===== src/rtl/key_schedule_seq_if.sv =====
// rtl/key_schedule_seq_if.sv - start/key request and round-key handshake bundle
// The round datapath paces key delivery through key_valid/key_ready.
interface key_schedule_seq_if;
  logic        start;
  logic [63:0] key_in;
  logic        key_ready;
  logic        key_valid;
  logic [63:0] round_key;
  logic [3:0]  round_number;
  logic        busy;
  logic        done;

  modport master (
    output start, key_in, key_ready,
    input  key_valid, round_key, round_number, busy, done
  );

  modport slave (
    input  start, key_in, key_ready,
    output key_valid, round_key, round_number, busy, done
  );
endinterface


===== src/rtl/key_schedule_seq.sv =====
// rtl/key_schedule_seq.sv - iterative round-key expansion for 64-bit small-scale AES
// Emits K0..K10 one per accepted handshake; the round key is updated in place.
module key_schedule_seq_sbox (
  input  logic [3:0] nib_i,
  output logic [3:0] nib_o
);
  always_comb begin
    nib_o = 4'h0;
    case (nib_i)
      4'h0: nib_o = 4'h6;
      4'h1: nib_o = 4'hB;
      4'h2: nib_o = 4'h5;
      4'h3: nib_o = 4'h4;
      4'h4: nib_o = 4'h2;
      4'h5: nib_o = 4'hE;
      4'h6: nib_o = 4'h7;
      4'h7: nib_o = 4'hA;
      4'h8: nib_o = 4'h9;
      4'h9: nib_o = 4'hD;
      4'hA: nib_o = 4'hF;
      4'hB: nib_o = 4'hC;
      4'hC: nib_o = 4'h3;
      4'hD: nib_o = 4'h1;
      4'hE: nib_o = 4'h0;
      4'hF: nib_o = 4'h8;
      default: nib_o = 4'h0;
    endcase
  end
endmodule

module key_schedule_seq #(
  parameter int NUM_ROUNDS = 10
) (
  input  logic              clk,
  input  logic              rst_n,
  key_schedule_seq_if.slave ks
);
  localparam logic [3:0] LAST_ROUND = 4'(NUM_ROUNDS);

  typedef enum logic {IDLE, EMIT} state_t;

  state_t      state_q;
  logic [63:0] round_key_q;
  logic [3:0]  round_number_q;
  logic [3:0]  rcon_q;
  logic        key_valid_q;
  logic        busy_q;
  logic        done_q;

  logic [15:0] w0, w1, w2, w3;
  logic [15:0] rot_w3, sub_w3, t_w;
  logic [15:0] n0, n1, n2, n3;
  logic [63:0] round_key_d;
  logic [3:0]  rcon_d;

  assign w0 = round_key_q[63:48];
  assign w1 = round_key_q[47:32];
  assign w2 = round_key_q[31:16];
  assign w3 = round_key_q[15:0];

  assign rot_w3 = {w3[11:0], w3[15:12]};

  genvar gi;
  generate
    for (gi = 0; gi < 4; gi++) begin : g_subword
      key_schedule_seq_sbox u_sbox (
        .nib_i (rot_w3[4*gi +: 4]),
        .nib_o (sub_w3[4*gi +: 4])
      );
    end
  endgenerate

  assign t_w = sub_w3 ^ {rcon_q, 12'h000};
  assign n0  = w0 ^ t_w;
  assign n1  = w1 ^ n0;
  assign n2  = w2 ^ n1;
  assign n3  = w3 ^ n2;
  assign round_key_d = {n0, n1, n2, n3};

  // GF(2^4) doubling modulo x^4+x+1
  assign rcon_d = {rcon_q[2:0], 1'b0} ^ (rcon_q[3] ? 4'h3 : 4'h0);

  always_ff @(posedge clk or negedge rst_n) begin
    if (!rst_n) begin
      state_q        <= IDLE;
      round_key_q    <= 64'h0;
      round_number_q <= 4'h0;
      rcon_q         <= 4'h1;
      key_valid_q    <= 1'b0;
      busy_q         <= 1'b0;
      done_q         <= 1'b0;
    end else begin
      done_q <= 1'b0;
      case (state_q)
        IDLE: begin
          if (ks.start) begin
            round_key_q    <= ks.key_in;
            round_number_q <= 4'h0;
            rcon_q         <= 4'h1;
            key_valid_q    <= 1'b1;
            busy_q         <= 1'b1;
            state_q        <= EMIT;
          end
        end
        EMIT: begin
          if (key_valid_q && ks.key_ready) begin
            if (round_number_q == LAST_ROUND) begin
              key_valid_q <= 1'b0;
              busy_q      <= 1'b0;
              done_q      <= 1'b1;
              state_q     <= IDLE;
            end else begin
              round_key_q    <= round_key_d;
              round_number_q <= round_number_q + 4'h1;
              rcon_q         <= rcon_d;
            end
          end
        end
        default: state_q <= IDLE;
      endcase
    end
  end

  assign ks.key_valid    = key_valid_q;
  assign ks.round_key    = round_key_q;
  assign ks.round_number = round_number_q;
  assign ks.busy         = busy_q;
  assign ks.done         = done_q;
endmodule

===== src/flat_wrapper.sv =====
// flat-port wrapper written by rule: the top's interface ports become plain ports
module key_schedule_seq_flat 
#(
  parameter int NUM_ROUNDS = 10
)
  (clk, rst_n, ks_start, ks_key_in, ks_key_ready, ks_key_valid, ks_round_key, ks_round_number, ks_busy, ks_done);
  key_schedule_seq_if ks_i ();
  input  logic clk;
  input  logic rst_n;
  input wire logic [$bits(ks_i.start)-1:0] ks_start;
  input wire logic [$bits(ks_i.key_in)-1:0] ks_key_in;
  input wire logic [$bits(ks_i.key_ready)-1:0] ks_key_ready;
  output wire logic [$bits(ks_i.key_valid)-1:0] ks_key_valid;
  output wire logic [$bits(ks_i.round_key)-1:0] ks_round_key;
  output wire logic [$bits(ks_i.round_number)-1:0] ks_round_number;
  output wire logic [$bits(ks_i.busy)-1:0] ks_busy;
  output wire logic [$bits(ks_i.done)-1:0] ks_done;
  assign ks_i.start = ks_start;
  assign ks_i.key_in = ks_key_in;
  assign ks_i.key_ready = ks_key_ready;
  assign ks_key_valid = ks_i.key_valid;
  assign ks_round_key = ks_i.round_key;
  assign ks_round_number = ks_i.round_number;
  assign ks_busy = ks_i.busy;
  assign ks_done = ks_i.done;
  key_schedule_seq #(.NUM_ROUNDS(NUM_ROUNDS)) u_core (.clk(clk), .rst_n(rst_n), .ks(ks_i));
endmodule

===== config.mk =====
export PLATFORM = sky130hd
export DESIGN_NAME = key_schedule_seq_flat
export DESIGN_NICKNAME = d
export VERILOG_FILES = /design/src/rtl/key_schedule_seq_if.sv /design/src/rtl/key_schedule_seq.sv /design/src/flat_wrapper.sv
export SDC_FILE = /design/constraint.sdc
export NUM_CORES = 1
export LEC_CHECK = 0
export ABC_CLOCK_PERIOD_IN_PS = 3700
export CORE_MARGIN = 2
export CORE_UTILIZATION = 40
export CTS_BUF_LIST = sky130_fd_sc_hd__clkbuf_8
export CTS_CLUSTER_DIAMETER = 80
export DETAILED_ROUTE_END_ITERATION = 8
export GPL_TIMING_DRIVEN = 0
export PLACE_DENSITY_LB_ADDON = 0.3
export SKIP_LAST_GASP = 1
export SLEW_MARGIN = 20
export SYNTH_ARGS = -nofsm -noshare
export SYNTH_HDL_FRONTEND = slang
export SYNTH_SLANG_ARGS = --single-unit

===== constraint.sdc =====
create_clock -name clk -period 3.7 [get_ports clk]
set_input_delay 0.74 -clock clk [delete_from_list [all_inputs] [get_ports clk]]
set_output_delay 0.74 -clock clk [all_outputs]
set_load 0.1 [all_outputs]

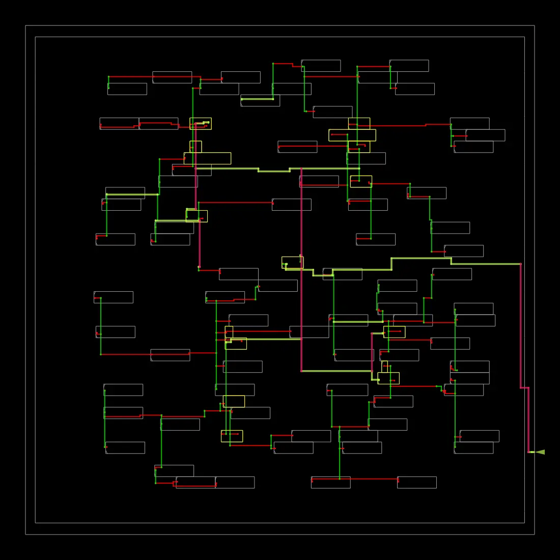
*Clock wiring as the flow saved it, run 1*
clock latency on the worst-skew pair: 0.36 ns
Flops: 75
total CTS buffers: 9
Worst Skew: 0.008943 ns

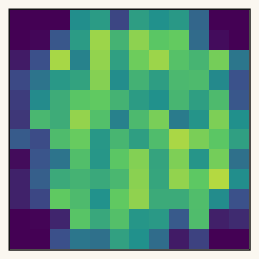
*Local utilization, run 1*
Drawn at 2 px/micron. 12 x 12 tiles, from dark purple (low) to yellow (high), 0 to 100% covered.
nearly empty tiles	9.7%
fullest tile	89%
tiles over 75% full	17%
mean over tiles	49%

==> results_dict.tcl, run 1 <==
# place-and-route summary
set metrics [dict create \
    outcome "finished clean" \
    crit_chain "clkdlybuf4s50_1, clkbuf_1, nand2_1, nand2_1, clkbuf_1, o21ai_0, a21oi_1, a21o_1" \
    drt-total-wl_microns 18500 \
    met1_usage 0.3361 \
    numPortBuffers 138 \
    grt_start_max_net_pins 40 \
    synth_seq_share 0.3511 \
    nNetsFinal 821 \
    xor_share 0.1392 \
    placed_area_sq_um 6968 \
    gp_congestion 0.8338 \
    place_inst 892 \
    synthAoiAreaFrac 0.1712 \
    core_area_sq_um 13140 \
    fin_crit_ns 2.981 \
    die_x_microns 119.6 \
    avgViaCountPerCell 5.659 \
    use_met3 0.05608 \
    cts.sink_count 75 \
    warnings 47 \
    async_flop_share 1.000 \
    crit_arrival_ns 3.28 \
    root_buffer "clkbuf_8" \
    synth.distinct_cells 60 \
    postRouteAntennaNets 0 \
    critPathLaunchType "primary input" \
    lay_top_count "clkdlybuf4s50_1" \
    numSynthFlops 75 \
    cp_slowest_stage_delay_ns 0.57 \
    num_vias 5138 \
    yosys.area_share.adder 0.06082 \
    antenna_found_initial 0 \
    drc 0 \
    lay_top_cells "137 x clkdlybuf4s50_1, 74 x dfrtp_1, 68 x nand2_1, 38 x xnor2_1, 37 x nor2_1" \
    regToRegStartpoint "u_core.ks.round_number[0]" \
    cts_resized 0 \
    die_h_microns 119.6 \
    cts_setup_buffers 0 \
    r2r_end "u_core.ks.round_key[23]" \
    top_cell "dfrtp_1" \
    finalClockPeriodUsage 0.8057 \
    hold_viol 0 \
    rsz0062_at_grt "false" \
    top_logic_kind "AND-OR/OR-AND gates" \
    cp-startpoint "ks_start" \
    rows 42 \
    use_met2 0.4189 \
    fin_util 0.5477 \
    ys_cells 577 \
    busiest_layer "met2" \
    fp_util 0.4071 \
    yosysWarnings 0 \
    cap_violations 0 \
    syn-num-nets 671 \
    cp_top_family "buffers and inverters" \
    cp-endpoint "u_core.ks.round_key[23]" \
    yosysTopAreaCellShare 0.3462 \
    crit_fanout 10 \
    synth_area_per_cell_sq_um 9.270 \
    clk_pin_slew_ns 0.08 \
    edf_count 0 \
    dr.first_iter.drc_count 513 \
    hold_path.class "primary input to asynchronous set/reset pin" \
    cts-hold-fix-buffers 0 \
    crit_path_end_kind "flop" \
    drive_above_1_share 0.07240 \
    antennaDiodeCount 0 \
    final_cells 908 \
    yosys_area_sq_um 5349 \
    clock_path_buffers 2 \
    die_area_sq_um 14310 \
    routedWlPerCell_microns 20.38 \
    maxSlewHeadroom 0.3076 \
    setup_ws_ns 0.7189 \
    gr-total-overflow 0 \
    synth_cells 577 \
    grt_pass1_wl_microns 28100 \
    setup_tns_ns 0 \
    drtPass1Iterations 5 \
    r2r_setup_slack_ns 1.09 \
    synth.top_cells.by_count "74 x dfrtp_1, 68 x nand2_1, 38 x xnor2_1" \
    final_area_sq_um 7196 \
    reg2reg_depth 9 \
    whs_ns 0.3348 \
    path_depth 8 \
    htree_levels 3 \
    tightest_slew_ns 1.035 \
    area_delta_synth_final_pct 34.53 \
    area_leaders "dfrtp_1 35%, xnor2_1 6.2%, ha_1 6.1%" \
    path_buffers 3 \
    critPathSlowestCell "clkbuf_1" \
    grt_pass1_vias 5144 \
    synthMuxAreaShare 0.07345 \
    track_usage 0.2586 \
    io_pins 139 \
    top_area_cell "dfrtp_1" \
    synth_top_flop_cell "dfrtp_1" \
    worstPathRequired_ns 4.00 \
    ys_sh_simple 0.1504 \
    fmax_mhz 335.4 \
    dpl_worst_slack_ns 0.4912 \
    slew_violations 0 \
    synth_area_sq_um 5349 \
    tritoncts "done" \
    dp_hpwl_microns 13260 \
    path_class "primary input to flop" \
    setup_viol 0 \
]
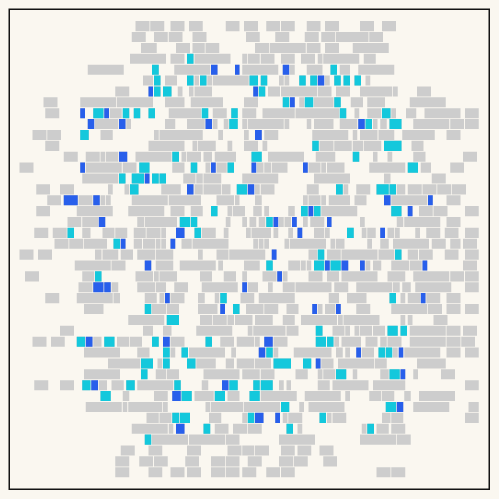
*Gate-type map, run 1*
Drawn at 4 px/micron.
colour	family	cells	most used
blue	NOR gates	67	nor2_1
cyan	inverting AOI/OAI gates	113	a21oi_1

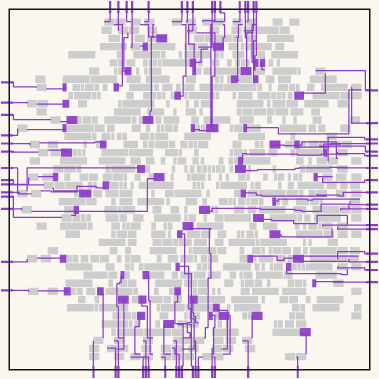
*Nets reached from selected ports, run 1*
Drawn at 3 px/micron.
colour	port	bits	direction	edge	end cells	buffers	wire
purple	`ks_key_in`	64	input	17 south, 17 east, 16 north, 14 west	64	64	2000 microns

run 1: cell families after synthesis:
| logic type | count (synthesis) |
|---|---|
| AND-OR/OR-AND | 140 |
| adder cells (fa/ha/maj) | 26 |
| buffers and inverters | 60 |
| AND/OR/NAND/NOR | 174 |
| flip-flops | 75 |
| XOR/XNOR | 69 |
| multiplexers | 33 |
run 1: state kept, by name, indices dropped and copies added (netlist names):
signal / flops
u_core.ks.key_valid: 1
u_core.rcon_q: 4
u_core.ks.round_number: 4
u_core.ks.done: 1
u_core.ks.round_key: 64
u_core.state_q: 1
run 1: area by class of cell:
class	count	area (sq um)
clock buffer	11	151.4
multi-input combinational	442	3183
fill	1183	5942
tap	176	220.2
inverter	19	71.32
buffer	41	216.5
timing repair buffer	139	1399
sequential	75	1878
clock inverter	5	76.32
run 1: how the worst min path moves through the flow:
stage,startpoint,slack (ns),end
final,rst_n,0.33,u_core.ks.round_key[45]
after global routing,rst_n,0.36,u_core.ks.round_key[45]
after CTS,rst_n,0.35,u_core.ks.round_key[45]
after detailed placement,u_core.rcon_q[1],0.52,u_core.rcon_q[2]
after global placement,u_core.rcon_q[1],0.51,u_core.rcon_q[2]
after floorplan,rst_n,0.44,u_core.ks.done
run 1: layer usage:
metal | part of all wire | vias to the layer above
met5 | 0 | -
li1 | - | 2314
met1 | 0.41 | 2486
met4 | 0.036 | 0
met2 | 0.47 | 284
met3 | 0.086 | 54
==> inputs of run 2 (changes only) <==
ABC_CLOCK_PERIOD_IN_PS = 3100   (was 3700)
clock period = 3.1 ns   (was 3.7 ns; I/O delays follow)
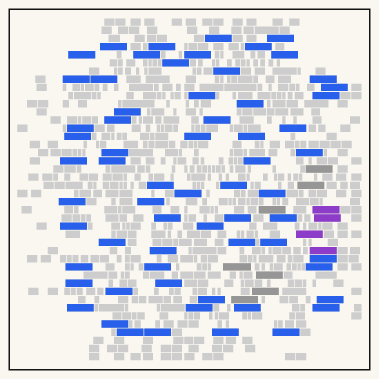
*Register map, names as in the netlist, run 2*
Drawn at 3 px/micron. Other sequential cells in the stronger grey, the rest of the logic in the fainter grey.
colour	netlist name	flops	where
purple	`u_core.ks.round_number`	4	east
blue	`u_core.ks.round_key`	64	all over the die

==> results_dict.tcl, run 2 <==
# place-and-route summary
set metrics [dict create \
    outcome "finished clean" \
    synthAoiAreaFrac 0.1712 \
    die_area_sq_um 14310 \
    async_flop_share 1.000 \
    path_buffers 3 \
    cp_slowest_stage_delay_ns 0.57 \
    dpl_worst_slack_ns 0.01124 \
    crit_fanout 10 \
    fill_cells 1183 \
    whs_ns 0.2148 \
    nNetsFinal 821 \
    path_class "primary input to flop" \
    die_h_microns 119.6 \
    rsz0062_at_grt "false" \
    fin_crit_ns 2.861 \
    top_logic_kind "AND-OR/OR-AND gates" \
    avgViaCountPerCell 5.659 \
    rows 42 \
    postRouteAntennaNets 0 \
    lay_top_cells "137 x clkdlybuf4s50_1, 74 x dfrtp_1, 68 x nand2_1, 38 x xnor2_1, 37 x nor2_1" \
    numCtsBuffers 9 \
    drive_above_1_share 0.07240 \
    dp_hpwl_microns 13260 \
    crit_arrival_ns 3.16 \
    crit_chain "clkdlybuf4s50_1, clkbuf_1, nand2_1, nand2_1, clkbuf_1, o21ai_0, a21oi_1, a21o_1" \
    synth_seq_share 0.3511 \
    yosys_area_sq_um 5349 \
    gp_congestion 0.8338 \
    wl_met1_microns 7603 \
    cts_resized 0 \
    synth_area_per_cell_sq_um 9.270 \
    placed_area_sq_um 6968 \
    yosys.area_share.adder 0.06082 \
    critPathLaunchType "primary input" \
    gr-total-overflow 0 \
    io_pins 139 \
    r2r_setup_slack_ns 0.49 \
    ys_cells 577 \
    tightest_slew_ns 1.035 \
    slew_violations 0 \
    synth.distinct_cells 60 \
    drc 0 \
    cts-hold-fix-buffers 0 \
    area_leaders "dfrtp_1 35%, xnor2_1 6.2%, ha_1 6.1%" \
    num_vias 5138 \
    fp_util 0.4071 \
    tritoncts "done" \
    dr_wl_met2_microns 8637 \
    use_met3 0.05608 \
    grt_pass1_wl_microns 28100 \
    cp_top_family "buffers and inverters" \
    setup_viol 0 \
    cts.sink_count 75 \
    finalClockSkew_ns 0.008943 \
    fmax_mhz 349.5 \
    dr.first_iter.drc_count 513 \
    routedWlPerCell_microns 20.38 \
    edf_count 0 \
    worstPathRequired_ns 3.40 \
    synth_top_flop_cell "dfrtp_1" \
    numPortBuffers 138 \
    setup_ws_ns 0.2389 \
    ys_sh_simple 0.1504 \
    core_area_sq_um 13140 \
    antenna_found_initial 0 \
    cts_setup_buffers 0 \
    drt-total-wl_microns 18500 \
    antennaDiodeCount 0 \
    maxSlewHeadroom 0.3076 \
    warnings 47 \
    use_met2 0.4189 \
    xor_share 0.1392 \
    yosysTopAreaCellShare 0.3462 \
    met3_length_microns 1594 \
    hold_viol 0 \
    top_cell "dfrtp_1" \
    synth.top_cells.by_count "74 x dfrtp_1, 68 x nand2_1, 38 x xnor2_1" \
    yosysWarnings 0 \
    area_delta_synth_final_pct 34.53 \
    critPathSlowestCell "clkbuf_1" \
    lay_top_count "clkdlybuf4s50_1" \
    clk_pin_slew_ns 0.08 \
    syn-num-nets 671 \
    clock_path_buffers 2 \
    largest_reg_flops 64 \
    hold_path.class "primary input to asynchronous set/reset pin" \
    final_area_sq_um 7196 \
    cap_violations 0 \
    busiest_layer "met2" \
    worstSkewPairLatency_ns 0.36 \
    met1_usage 0.3361 \
    synth_area_sq_um 5349 \
    fin_util 0.5477 \
    numSynthFlops 75 \
    crit_path_end_kind "flop" \
    root_buffer "clkbuf_8" \
    synthMuxAreaShare 0.07345 \
    htree_levels 3 \
    grt_pass1_vias 5144 \
    drtPass1Iterations 5 \
    topRoutingLayerUsed "met4" \
    grt_start_max_net_pins 40 \
    finalClockPeriodUsage 0.9229 \
    top_area_cell "dfrtp_1" \
    synth_cells 577 \
    die_x_microns 119.6 \
    track_usage 0.2586 \
]
==> run 2: logic make-up (layout without fill, tap and decap cells) <==
logic type,Yosys count,after routing
flip-flops,75,75
multiplexers,33,33
buffers and inverters,60,215
adder cells (fa/ha/maj),26,26
AND-OR/OR-AND,140,140
XOR/XNOR,69,69
AND/OR/NAND/NOR,174,174
==> run 2: per-stage QoR <==
stage / TNS (ns) / instances
3_5_place_dp: 0 / 892
6_report: 0 / 908
3_3_place_gp: -100.87 / 891
2_1_floorplan: 0 / 577
4_1_cts: 0 / 908
5_1_grt: 0 / 908
==> run 2: worst paths after layout <==
| check | from | end | cells past startpoint |
|---|---|---|---|
| min reg2reg | u_core.rcon_q[0] | u_core.rcon_q[0] | 2 |
| max reg2reg | u_core.ks.round_number[0] | u_core.ks.round_key[23] | 9 |
| max | ks_start | u_core.ks.round_key[23] | 8 |
| min | rst_n | u_core.ks.round_key[45] | 1 |
| max in group asynchronous | rst_n | u_core.rcon_q[0] | 2 |
| min in group clk | u_core.rcon_q[0] | u_core.rcon_q[0] | 2 |
==> run 2: final cells by class <==
type | count | area [sq um] | area share
multi-input cells | 442 | 3183 | 0.4424
flip-flops and latches | 75 | 1878 | 0.2610
repair buffers | 139 | 1399 | 0.1944
well taps | 176 | 220.2 | 0.03060
plain buffers | 41 | 216.5 | 0.03008
clock buffers | 11 | 151.4 | 0.02104
clock inverters | 5 | 76.32 | 0.01061
inverters | 19 | 71.32 | 0.009911
### Local utilization, run 2

Drawn at 2 px/micron. 12 x 12 tiles, from dark purple (low) to yellow (high), 0 to 100% covered.
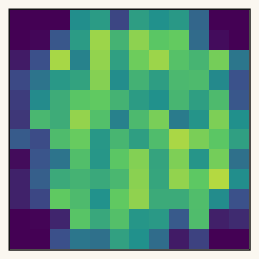

==> inputs of run 3 (changes only) <==
SYNTH_HIERARCHICAL = 1   (was not set)
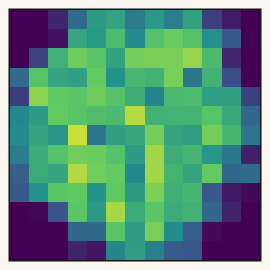
*Local utilization, run 3*
Drawn at 2 px/micron. 13 x 13 tiles, from dark purple (low) to yellow (high), 0 to 100% covered.
nearly empty tiles	14%
mean over tiles	47%
tiles over 75% full	17%
emptiest ninth of the die	south-east
fullest tile	92%

==> results_dict.tcl, run 3 <==
# place-and-route summary
set metrics [dict create \
    outcome "finished clean" \
    lay_top_count "clkdlybuf4s50_1" \
    lay_top_cells "136 x clkdlybuf4s50_1, 69 x dfrtp_1, 62 x a211oi_1, 58 x nor2b_1, 52 x a21oi_1" \
    critPathLaunchType "flop" \
    nNetsFinal 860 \
    top_cell "dfrtp_1" \
    rows 44 \
    numPortBuffers 137 \
    avgViaCountPerCell 5.715 \
    dp_hpwl_microns 14920 \
    crit_path_end_kind "output pin" \
    cap_violations 0 \
    finalClockPeriodUsage 0.8960 \
    synth_cells 617 \
    critPathSlowestCell "clkdlybuf4s50_1" \
    fmax_mhz 360.0 \
    fin_util 0.5300 \
    drt-total-wl_microns 19900 \
    clk_pin_slew_ns 0.08 \
    num_vias 5458 \
    crit_arrival_ns 2.16 \
    crit_fanout 11 \
    routedWlPerCell_microns 20.84 \
    cts_resized 0 \
    slew_violations 0 \
    antennaDiodeCount 0 \
    cp_slowest_stage_delay_ns 1.24 \
    dpl_worst_slack_ns 0.3221 \
    whs_ns 0.2258 \
    fill_cells 1320 \
    yosys_area_sq_um 5859 \
    largest_reg_flops 64 \
    postRouteAntennaNets 0 \
    synth_top_flop_cell "dfrtp_1" \
    yosysWarnings 6 \
    final_area_sq_um 7645 \
    gr-total-overflow 0 \
    final_cells 955 \
    synth.top_cells.by_count "74 x dfrtp_1, 62 x a211oi_1, 58 x nor2b_1" \
    grt_pass1_wl_microns 30750 \
    worstPathRequired_ns 2.48 \
    warnings 48 \
    ys_cells 617 \
    cts.sink_count 75 \
    setup_tns_ns 0 \
    drive_above_1_share 0.05707 \
    rsz0062_at_grt "false" \
    synth.distinct_cells 42 \
    edf_count 0 \
    crit_chain "clkdlybuf4s50_1" \
    antenna_found_initial 0 \
    tritoncts "done" \
    hold_viol 0 \
    numCtsBuffers 9 \
    htree_levels 3 \
    cts-hold-fix-buffers 0 \
    async_flop_share 1.000 \
    die_area_sq_um 15630 \
    hold_path.class "primary input to asynchronous set/reset pin" \
    core_area_sq_um 14420 \
    synth_seq_share 0.3205 \
    die_h_microns 125.0 \
    clock_path_buffers 2 \
    setup_ws_ns 0.3225 \
    area_delta_synth_final_pct 30.47 \
    drc 0 \
    cts_setup_buffers 0 \
    root_buffer "clkbuf_8" \
    placed_area_sq_um 7485 \
    path_buffers 1 \
    io_pins 139 \
    area_leaders "dfrtp_1 32%, a211oi_1 7.9%, xnor3_1 7.3%" \
    syn-num-nets 711 \
    place_inst 939 \
    maxSlewHeadroom 0.3098 \
    yosysTopAreaCellShare 0.3160 \
    worstSkewPairLatency_ns 0.35 \
    die_x_microns 125.0 \
    gp_congestion 0.9081 \
    setup_viol 0 \
    synth_area_per_cell_sq_um 9.497 \
    grt_pass1_vias 5549 \
    fin_crit_ns 2.777 \
    synth_area_sq_um 5859 \
    numSynthFlops 75 \
    fp_util 0.4062 \
    drtPass1Iterations 5 \
    cp_top_family "buffers and inverters" \
    tightest_slew_ns 1.032 \
    finalClockSkew_ns 0.01273 \
    track_usage 0.2513 \
    path_class "flop to output pin" \
    dr.first_iter.drc_count 515 \
    top_area_cell "dfrtp_1" \
    grt_start_max_net_pins 42 \
]
[run 3: final cells by class]
cell class                      count  area (sq um)  share of cell area
Buffer                             52         250.2             0.03273
Clock buffer                       10         137.6             0.01800
Clock inverter                      6         22.52            0.002946
Inverter                           18         67.56            0.008838
Multi-Input combinational cell    472          3664              0.4792
Sequential cell                    75          1884              0.2465
Tap cell                          184         230.2             0.03011
Timing Repair Buffer              138          1389              0.1817
[run 3: layer usage]
layer  wire length, microns  vias to the layer above  GRT usage
met5                      0                        -          0
met4                    879                        0     0.1229
met3                   1588                       54    0.03423
met2                   9208                      291     0.4054
met1                   8222                     2611     0.3341
li1                       -                     2502          -
[run 3: cell families (layout without fill, tap and decap cells)]
logic type / count (synthesis) / after routing / share of synthesized area
compound gates: 174 / 174 / 0.1871
simple gates: 166 / 166 / 0.1629
xor+xnor: 90 / 90 / 0.1817
flops: 75 / 75 / 0.3205
buf+inv: 70 / 224 / 0.05424
fa+ha+maj: 26 / 26 / 0.05552
mux: 16 / 16 / 0.03801
[run 3: final timing paths]
kind	from	to	slack, ns	cells past startpoint
max in group asynchronous	rst_n	u_core/ks.round_key[9]	2.26	2
min reg2reg	u_core/rcon_q[0]	u_core/rcon_q[0]	0.54	2
max	u_core/ks.round_key[6]	ks_round_key[6]	0.32	1
min in group clk	u_core/rcon_q[0]	u_core/rcon_q[0]	0.54	2
min	rst_n	u_core/ks.round_key[7]	0.23	1
max reg2reg	u_core/ks.round_key[4]	u_core/ks.round_key[10]	0.35	8
